==> images/clocks.png <==
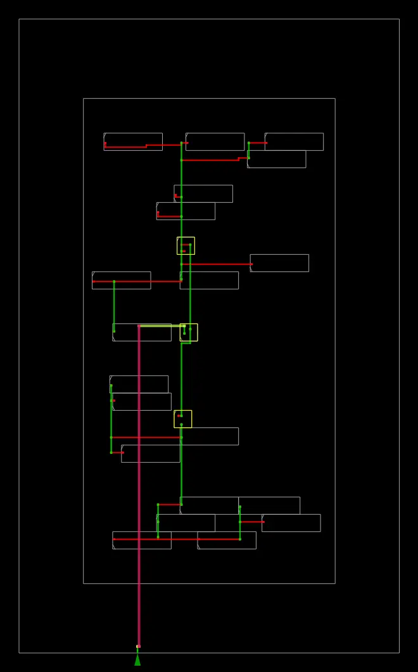
==> images/clk_routes.png <==
(6 px per um)
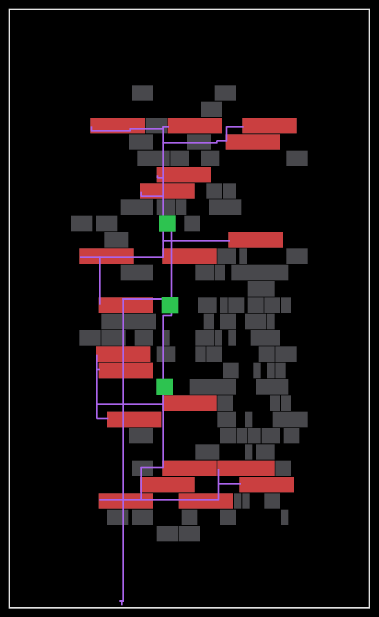
==> images/placement_by_type.png <==
(4 px per um)
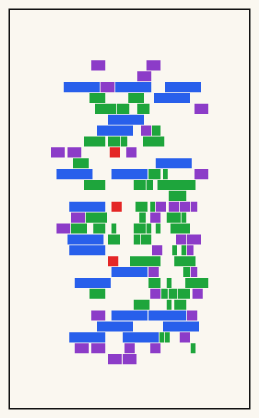
===== src/rtl/bomb_pkg.sv =====
// -----------------------------------------------------------------------------
// bomb_pkg
// Shared definitions for the bomb-dismantlement game blocks.
//   cc_state_t         : state encoding of the code_check FSM
//   CODE_W_DEFAULT     : default width of the secret code / player guess
//   MAX_TRIES_DEFAULT  : default guesses per round when retries are enabled
// -----------------------------------------------------------------------------
package bomb_pkg;

    localparam int CODE_W_DEFAULT    = 5;
    localparam int MAX_TRIES_DEFAULT = 3;

    typedef enum logic [2:0] {
        ST_IDLE    = 3'd0,
        ST_ENTRY   = 3'd1,
        ST_CHECK   = 3'd2,
        ST_SUCCESS = 3'd3,
        ST_FAIL    = 3'd4
    } cc_state_t;

endpackage : bomb_pkg


===== src/rtl/code_check_btn_edge.sv =====
// -----------------------------------------------------------------------------
// btn_edge
// Brings a raw asynchronous push button into the clk domain through a 2-flop
// synchronizer and turns each press into a single-cycle pulse. A button held
// for many cycles still yields exactly one pulse.
// Ports:
//   clk     in  system clock
//   rst_n   in  asynchronous active-low reset
//   btn_i   in  raw button level, active-high, asynchronous
//   pulse_o out one-cycle pulse, high in the cycle after the 2nd sync stage
//               first shows the button high
// -----------------------------------------------------------------------------
module btn_edge (
    input  logic clk,
    input  logic rst_n,
    input  logic btn_i,
    output logic pulse_o
);

    logic sync1_q;
    logic sync2_q;
    logic prev_q;   // delayed copy of the synchronized level for edge detect

    always_ff @(posedge clk or negedge rst_n) begin
        if (!rst_n) begin
            sync1_q <= 1'b0;
            sync2_q <= 1'b0;
            prev_q  <= 1'b0;
        end else begin
            sync1_q <= btn_i;
            sync2_q <= sync1_q;
            prev_q  <= sync2_q;
        end
    end

    assign pulse_o = sync2_q & ~prev_q;

endmodule : btn_edge


===== src/rtl/code_check.sv =====
// -----------------------------------------------------------------------------
// code_check
// Password entry / verification stage of the bomb game. A rising edge of
// startInput opens a round: the random code is captured as the target and
// the player submits guesses from switches with a confirm button. Each guess
// is compared in a one-cycle CHECK state; the round ends in SUCCESS on a
// match or FAIL when tries run out or the countdown expires.
//
// Build option:
//   CODE_CHECK_RETRY_EN  defined   -> up to MAX_TRIES guesses per round
//                        undefined -> a single guess; first mismatch fails
//
// Parameters:
//   CODE_W      width of code and guess
//   MAX_TRIES   guesses per round (>=1, only meaningful with retries)
// Ports:
//   clk         in   system clock
//   rst_n       in   asynchronous active-low reset
//   startInput  in   round enable level from game control
//   random      in   target code, captured when the round opens
//   guess       in   player switches
//   btn_submit  in   raw confirm button
//   time_up     in   countdown expired (synchronous level)
//   success     out  code matched, held until startInput falls
//   fail        out  out of tries or time, held until startInput falls
//   wrong       out  one-cycle pulse per incorrect guess
//   tries_left  out  remaining guesses
//   busy        out  high while waiting for a guess
// -----------------------------------------------------------------------------
module code_check
    import bomb_pkg::*;
#(
    parameter int CODE_W    = CODE_W_DEFAULT,
    parameter int MAX_TRIES = MAX_TRIES_DEFAULT
) (
    input  logic                           clk,
    input  logic                           rst_n,
    input  logic                           startInput,
    input  logic [CODE_W-1:0]              random,
    input  logic [CODE_W-1:0]              guess,
    input  logic                           btn_submit,
    input  logic                           time_up,
    output logic                           success,
    output logic                           fail,
    output logic                           wrong,
    output logic [$clog2(MAX_TRIES+1)-1:0] tries_left,
    output logic                           busy
);

    localparam int TW = $clog2(MAX_TRIES + 1);

`ifdef CODE_CHECK_RETRY_EN
    localparam logic [TW-1:0] TRIES_LOAD = TW'(MAX_TRIES);
`else
    localparam logic [TW-1:0] TRIES_LOAD = TW'(1);
`endif

    cc_state_t         state_q, state_d;
    logic              start_q;       // registered copy of startInput
    logic              start_rise_q;  // registered rising-edge flag
    logic [CODE_W-1:0] target_q, target_d;
    logic [CODE_W-1:0] entry_q, entry_d;
    logic [TW-1:0]     tries_q, tries_d;
    logic              wrong_q, wrong_d;
    logic              submit;

    btn_edge u_btn_edge (
        .clk     (clk),
        .rst_n   (rst_n),
        .btn_i   (btn_submit),
        .pulse_o (submit)
    );

    // The rise flag is itself registered so a round opens two edges after
    // startInput goes high (one to register, one to transition).
    always_ff @(posedge clk or negedge rst_n) begin
        if (!rst_n) begin
            start_q      <= 1'b0;
            start_rise_q <= 1'b0;
        end else begin
            start_q      <= startInput;
            start_rise_q <= startInput & ~start_q;
        end
    end

    always_ff @(posedge clk or negedge rst_n) begin
        if (!rst_n) begin
            state_q  <= ST_IDLE;
            target_q <= '0;
            entry_q  <= '0;
            tries_q  <= '0;
            wrong_q  <= 1'b0;
        end else begin
            state_q  <= state_d;
            target_q <= target_d;
            entry_q  <= entry_d;
            tries_q  <= tries_d;
            wrong_q  <= wrong_d;
        end
    end

    always_comb begin
        state_d  = state_q;
        target_d = target_q;
        entry_d  = entry_q;
        tries_d  = tries_q;
        wrong_d  = 1'b0;

        if (!startInput) begin
            // Round closed by control: everything returns to idle.
            state_d = ST_IDLE;
            tries_d = '0;
        end else if (time_up && (state_q == ST_ENTRY || state_q == ST_CHECK)) begin
            // Time-out beats any same-cycle submit or match.
            state_d = ST_FAIL;
        end else begin
            case (state_q)
                ST_IDLE: begin
                    if (start_rise_q) begin
                        state_d  = ST_ENTRY;
                        target_d = random;
                        tries_d  = TRIES_LOAD;
                    end
                end
                ST_ENTRY: begin
                    // Submits seen in any other state are simply dropped.
                    if (submit) begin
                        entry_d = guess;
                        state_d = ST_CHECK;
                    end
                end
                ST_CHECK: begin
                    if (entry_q == target_q) begin
                        state_d = ST_SUCCESS;
                    end else begin
                        wrong_d = 1'b1;
`ifdef CODE_CHECK_RETRY_EN
                        // Saturating decrement; the round fails on reaching 0.
                        if (tries_q <= TW'(1)) begin
                            tries_d = '0;
                            state_d = ST_FAIL;
                        end else begin
                            tries_d = tries_q - TW'(1);
                            state_d = ST_ENTRY;
                        end
`else
                        tries_d = '0;
                        state_d = ST_FAIL;
`endif
                    end
                end
                default: ; // SUCCESS / FAIL hold until startInput drops
            endcase
        end
    end

    // Level outputs decode the state register directly so an asynchronous
    // reset clears them without waiting for a clock edge.
    assign success    = (state_q == ST_SUCCESS);
    assign fail       = (state_q == ST_FAIL);
    assign busy       = (state_q == ST_ENTRY);
    assign wrong      = wrong_q;
    assign tries_left = tries_q;

endmodule : code_check


===== config.mk =====
export PLATFORM = sky130hd
export DESIGN_NAME = code_check
export DESIGN_NICKNAME = d
export VERILOG_FILES = /design/src/rtl/bomb_pkg.sv /design/src/rtl/code_check_btn_edge.sv /design/src/rtl/code_check.sv
export SDC_FILE = /design/constraint.sdc
export NUM_CORES = 1
export LEC_CHECK = 0
export CAP_MARGIN = 20
export CORE_ASPECT_RATIO = 2
export CORE_MARGIN = 10
export CORE_UTILIZATION = 30
export CTS_BUF_LIST = sky130_fd_sc_hd__clkbuf_4
export CTS_CLUSTER_SIZE = 28
export DETAILED_ROUTE_END_ITERATION = 8
export HOLD_SLACK_MARGIN = 0.08
export PLACE_DENSITY = 0.52
export SKIP_CTS_REPAIR_TIMING = 1
export SLEW_MARGIN = 5
export SYNTH_ARGS = -nofsm -noshare
export SYNTH_HDL_FRONTEND = slang
export SYNTH_SLANG_ARGS = --single-unit

===== constraint.sdc =====
create_clock -name clk -period 1.6 [get_ports clk]
set_input_delay 0.24 -clock clk [delete_from_list [all_inputs] [get_ports clk]]
set_output_delay 0.24 -clock clk [all_outputs]
set_load 0.02 [all_outputs]

==> impl.org <==
#+TITLE: Flow metrics

** Final timing
- Setup repair after global routing could not meet its margin everywhere.
- Period Utilization, post-route :: 1.13
- Setup TNS after final layout :: -0.943 ns
- Post-layout worst setup margin :: -0.206 ns
- Fmax :: 554 MHz
- Per the final timing report, the hold violations number 0.
- Min Clock Period, post-route :: 1.81 ns
- In the final report, the number of pins over their slew limit comes to 0.
- The end-of-flow timing check tallies setup violations at 5.

** Run status
- The flow ran to the end, but the final reports show violations.
- The checks that failed: negative setup slack.

** Logic synthesis
- Post-synth top flop :: sky130_fd_sc_hd__dfrtp_1
- In this run the mean area of a mapped cell was 12.5 sq um.
- The share of the Yosys chip area taken by registers is 0.528.
- Synthesis-stage register bit count :: 20
- Adders+Majority by Area :: 0
- And-or/or-and share of the synthesized area :: 0.109
- Library cells used by synthesis :: 26
- After synthesis, the most frequently instantiated cells are sky130_fd_sc_hd__dfrtp_1 (20), sky130_fd_sc_hd__xor2_1 (6), sky130_fd_sc_hd__inv_1 (5), sky130_fd_sc_hd__mux2_2 (5), sky130_fd_sc_hd__mux2_4 (5).
- Cell types with the largest area share after synthesis :: sky130_fd_sc_hd__dfrtp_1 (53%), sky130_fd_sc_hd__mux2_4 (7.9%), sky130_fd_sc_hd__mux2_2 (5.9%), sky130_fd_sc_hd__xor2_1 (5.5%), sky130_fd_sc_hd__a311oi_1 (3.7%)
- Yosys stat area :: 948 sq um
- Counting every instance in the synthesized netlist gives 76.
- Synth Area in Simple Gates :: 0.121
- Of the post-synthesis cell area, the dominant cell type holds 0.528.
- In this run, the synthesized area fraction spent on xor and xnor cells is recorded as 0.0554.
- Fraction of registers with async set/reset :: 1.00
- Syn. warnings :: 0
- Summing all multiplexer cells gives an area fraction of 0.139.
- Summing every instance area after synthesis gives 948 sq um.
- The number of nets handed over by synthesis was 91.
- Post-synth EDFFs :: 0
- Largest combinational cell category by area :: multiplexers
- Yosys Instances :: 76
- Dominant cell type by area after synthesis :: sky130_fd_sc_hd__dfrtp_1

** Job
- The report counts max-capacitance violations totalling 0.
- Number of logged tool warnings :: 28

** Hold path
- According to the hold report, the worst path is of the input pin to asynchronous set/reset pin type.

** Floorplanning
- Total die area :: 5950 sq um
- In this run the count of I/O pins placed on the die edge is 21.
- Per the OpenROAD floorplan log, the height of the die is 99.5 um.
- At the floorplan stage, the core utilization is reported as 0.315.
- The die is 59.8 um wide.

** Global routing
- Number of antenna violations at the first check in global routing :: 0
- Overall routing resource usage recorded by global route was 0.0825.
- Residual overflow from global routing :: 0
- Entering global routing, the biggest net connects 21 pins.
- Wire length of the first global-routing pass :: 3750 um
- The number of global-route vias before repair is 753.

** Worst setup path
- Max Fanout on Critical Path :: 6
- The worst setup path is of the flop to flop kind.
- In this run the critical register-to-register path is launched from state_q[1].
- Critical path data arrival time :: 1.98 ns
- The slowest stage of the critical path is the sky130_fd_sc_hd__or3b_4 cell.
- Measured in cells, the most critical reg-to-reg path has a length of 4.
- Among cell families on the critical path, the largest total delay comes from simple AND/OR/NAND/NOR gates.
- Slowest stage delay, CP :: 0.40 ns
- Required time of the critical path :: 1.77 ns
- STA classifies the critical path endpoint as a flop.
- The worst register-to-register path has a setup slack of -0.21 ns.
- The cell sequence reported for the critical path is or3b_4 > a311oi_4 > nand4_4 > mux2_4.
- Along the critical path, the tally of buffer and inverter instances is 0.

** Power and ir drop
- Worst ir drop on vdd :: 0.487 mV
- Leakage power summed over all cells :: 0.596 nW
- Dividing total power by cell area gives a power density of 1500 nW/um^2.

** Layout
- Per the final layout report, the fraction of cells sized above drive strength 1 comes to 0.358.
- The final antenna diode tally reported by the flow is 0.
- Once layout is complete, the cells apart from fillers number 139.
- P&R area growth vs syn :: 38.3%
- In the final layout, the registers with the most flip-flops are entry_q: 5 flops, target_q: 5 flops, state_q: 3 flops.

** Place
- In this run, placement finished with an instance count of 136.
- Input and output buffers added on the ports amount to 19.
- Pre-CTS setup slack :: -0.303 ns
- DP HPWL :: 1810 um
- Routability congestion estimate from global placement :: 0.846

** Drt
- Overall routed net length :: 2240 um
- Detailed-route iteration 0 reported a violation count of 10.
- Per the post-route antenna check, the number of violating nets is 0.
- The script logs the mean routed wire length per placed instance as 16.1 um.
- Via count of the routed design :: 694
- Via/cell ratio :: 4.99
- Number of iterations in the first detailed-routing pass :: 3
- Residual DRC count :: 0

** Clock network
- CTS root buf :: sky130_fd_sc_hd__clkbuf_4
- The longest clock path from root to sink contains 2 buffers.
- Clock tree from TritonCTS :: done
- Deepest level of the CTS H-tree :: 1
- Clock input transition at the sequential cells of the worst setup and hold paths :: 0.11 ns
## Picture notes: clocks.png
CLK BUF: 3
number of buffers added by the clock tree synthesis step: 3
clock sink total: 20
clock latency reported for the late side of the worst-skew pair: 0.29 ns

## Picture notes: clk_routes.png
Purple is clock wires, length 255 um. Green is clock drivers, count 3. Red is flip-flops, count 20.
There are 4 routed clock nets.
Final Skew: 0.00948 ns
fraction of power consumed by the clock network: 0.114
total clock network power: 224 uW

## Picture notes: placement_by_type.png
Blue is flops, cells 20, share of their area 39%. Purple is other buffers and delay cells, cells 34, share of their area 23%. Green is combinational and other logic, cells 52, share of their area 36%. Red is clock drivers, cells 3, share of their area 1.8%.
Seq area share: 0.383
Layout Utilization: 0.435
final design area excluding fillers: 1310 sq um
area of the placeable core: 3010 sq um
number of placement rows: 28

==> layer usage <==
metal / track usage / routed length, um
met4: 0.0642 / 50
met1: 0.0843 / 857
met2: 0.141 / 1250
met5: 0 / 0
met3: 0.0102 / 79
==> worst max-delay path by stage <==
stage                            from          to  slack [ns]  cells past startpoint
detailed placement            time_up  entry_q[1]       -0.30                      5
CTS                        state_q[1]        busy       -0.35                      3
global route               state_q[1]  entry_q[1]       -0.27                      4
floorplan           u_btn_edge.prev_q  entry_q[0]       -0.10                      4
global placement              time_up  entry_q[0]       -0.20                      5
finish                     state_q[1]  entry_q[1]       -0.21                      4
==> layout make-up <==
class / instances / area [sq um]
Multi-Input combinational cell: 47 / 443
Sequential cell: 20 / 502
Timing Repair Buffer: 34 / 288
Clock buffer: 3 / 22.5
Fill cell: 294 / 1700
Tap cell: 30 / 37.5
Inverter: 5 / 18.8
==> power breakdown <==
| group | switching (mW) | leakage, nW | internal, mW |
|---|---|---|---|
| Combinational | 0.415 | 0.336 | 0.509 |
| Clock | 0.136 | 0.0138 | 0.0874 |
| Sequential | 0.143 | 0.246 | 0.671 |
| Total | 0.694 | 0.596 | 1.27 |
==> per-stage QoR <==
step	hold WS (ns)	power, mW	util	area [sq um]
after floorplan	-0.0556	1.35	-	948
after global placement	0.338	1.69	0.420	1270
after detailed placement	0.336	1.72	0.420	1270
after CTS	0.276	1.96	0.428	1290
after global routing	0.302	2.11	0.435	1310
final	0.275	1.96	0.435	1310
==> cells in the final DEF, fill, tap and decap left out, drive strengths merged, types with 2 or more instances in the layout <==
cell / n
nand4: 2
dfrtp: 20
a21oi: 2
xor2: 6
buf: 15
mux2: 10
nand2: 3
nor2: 4
nor3: 4
a311oi: 5
clkdlybuf4s50: 16
clkbuf: 6
inv: 5
Power is estimated from default activity; no workload was simulated.
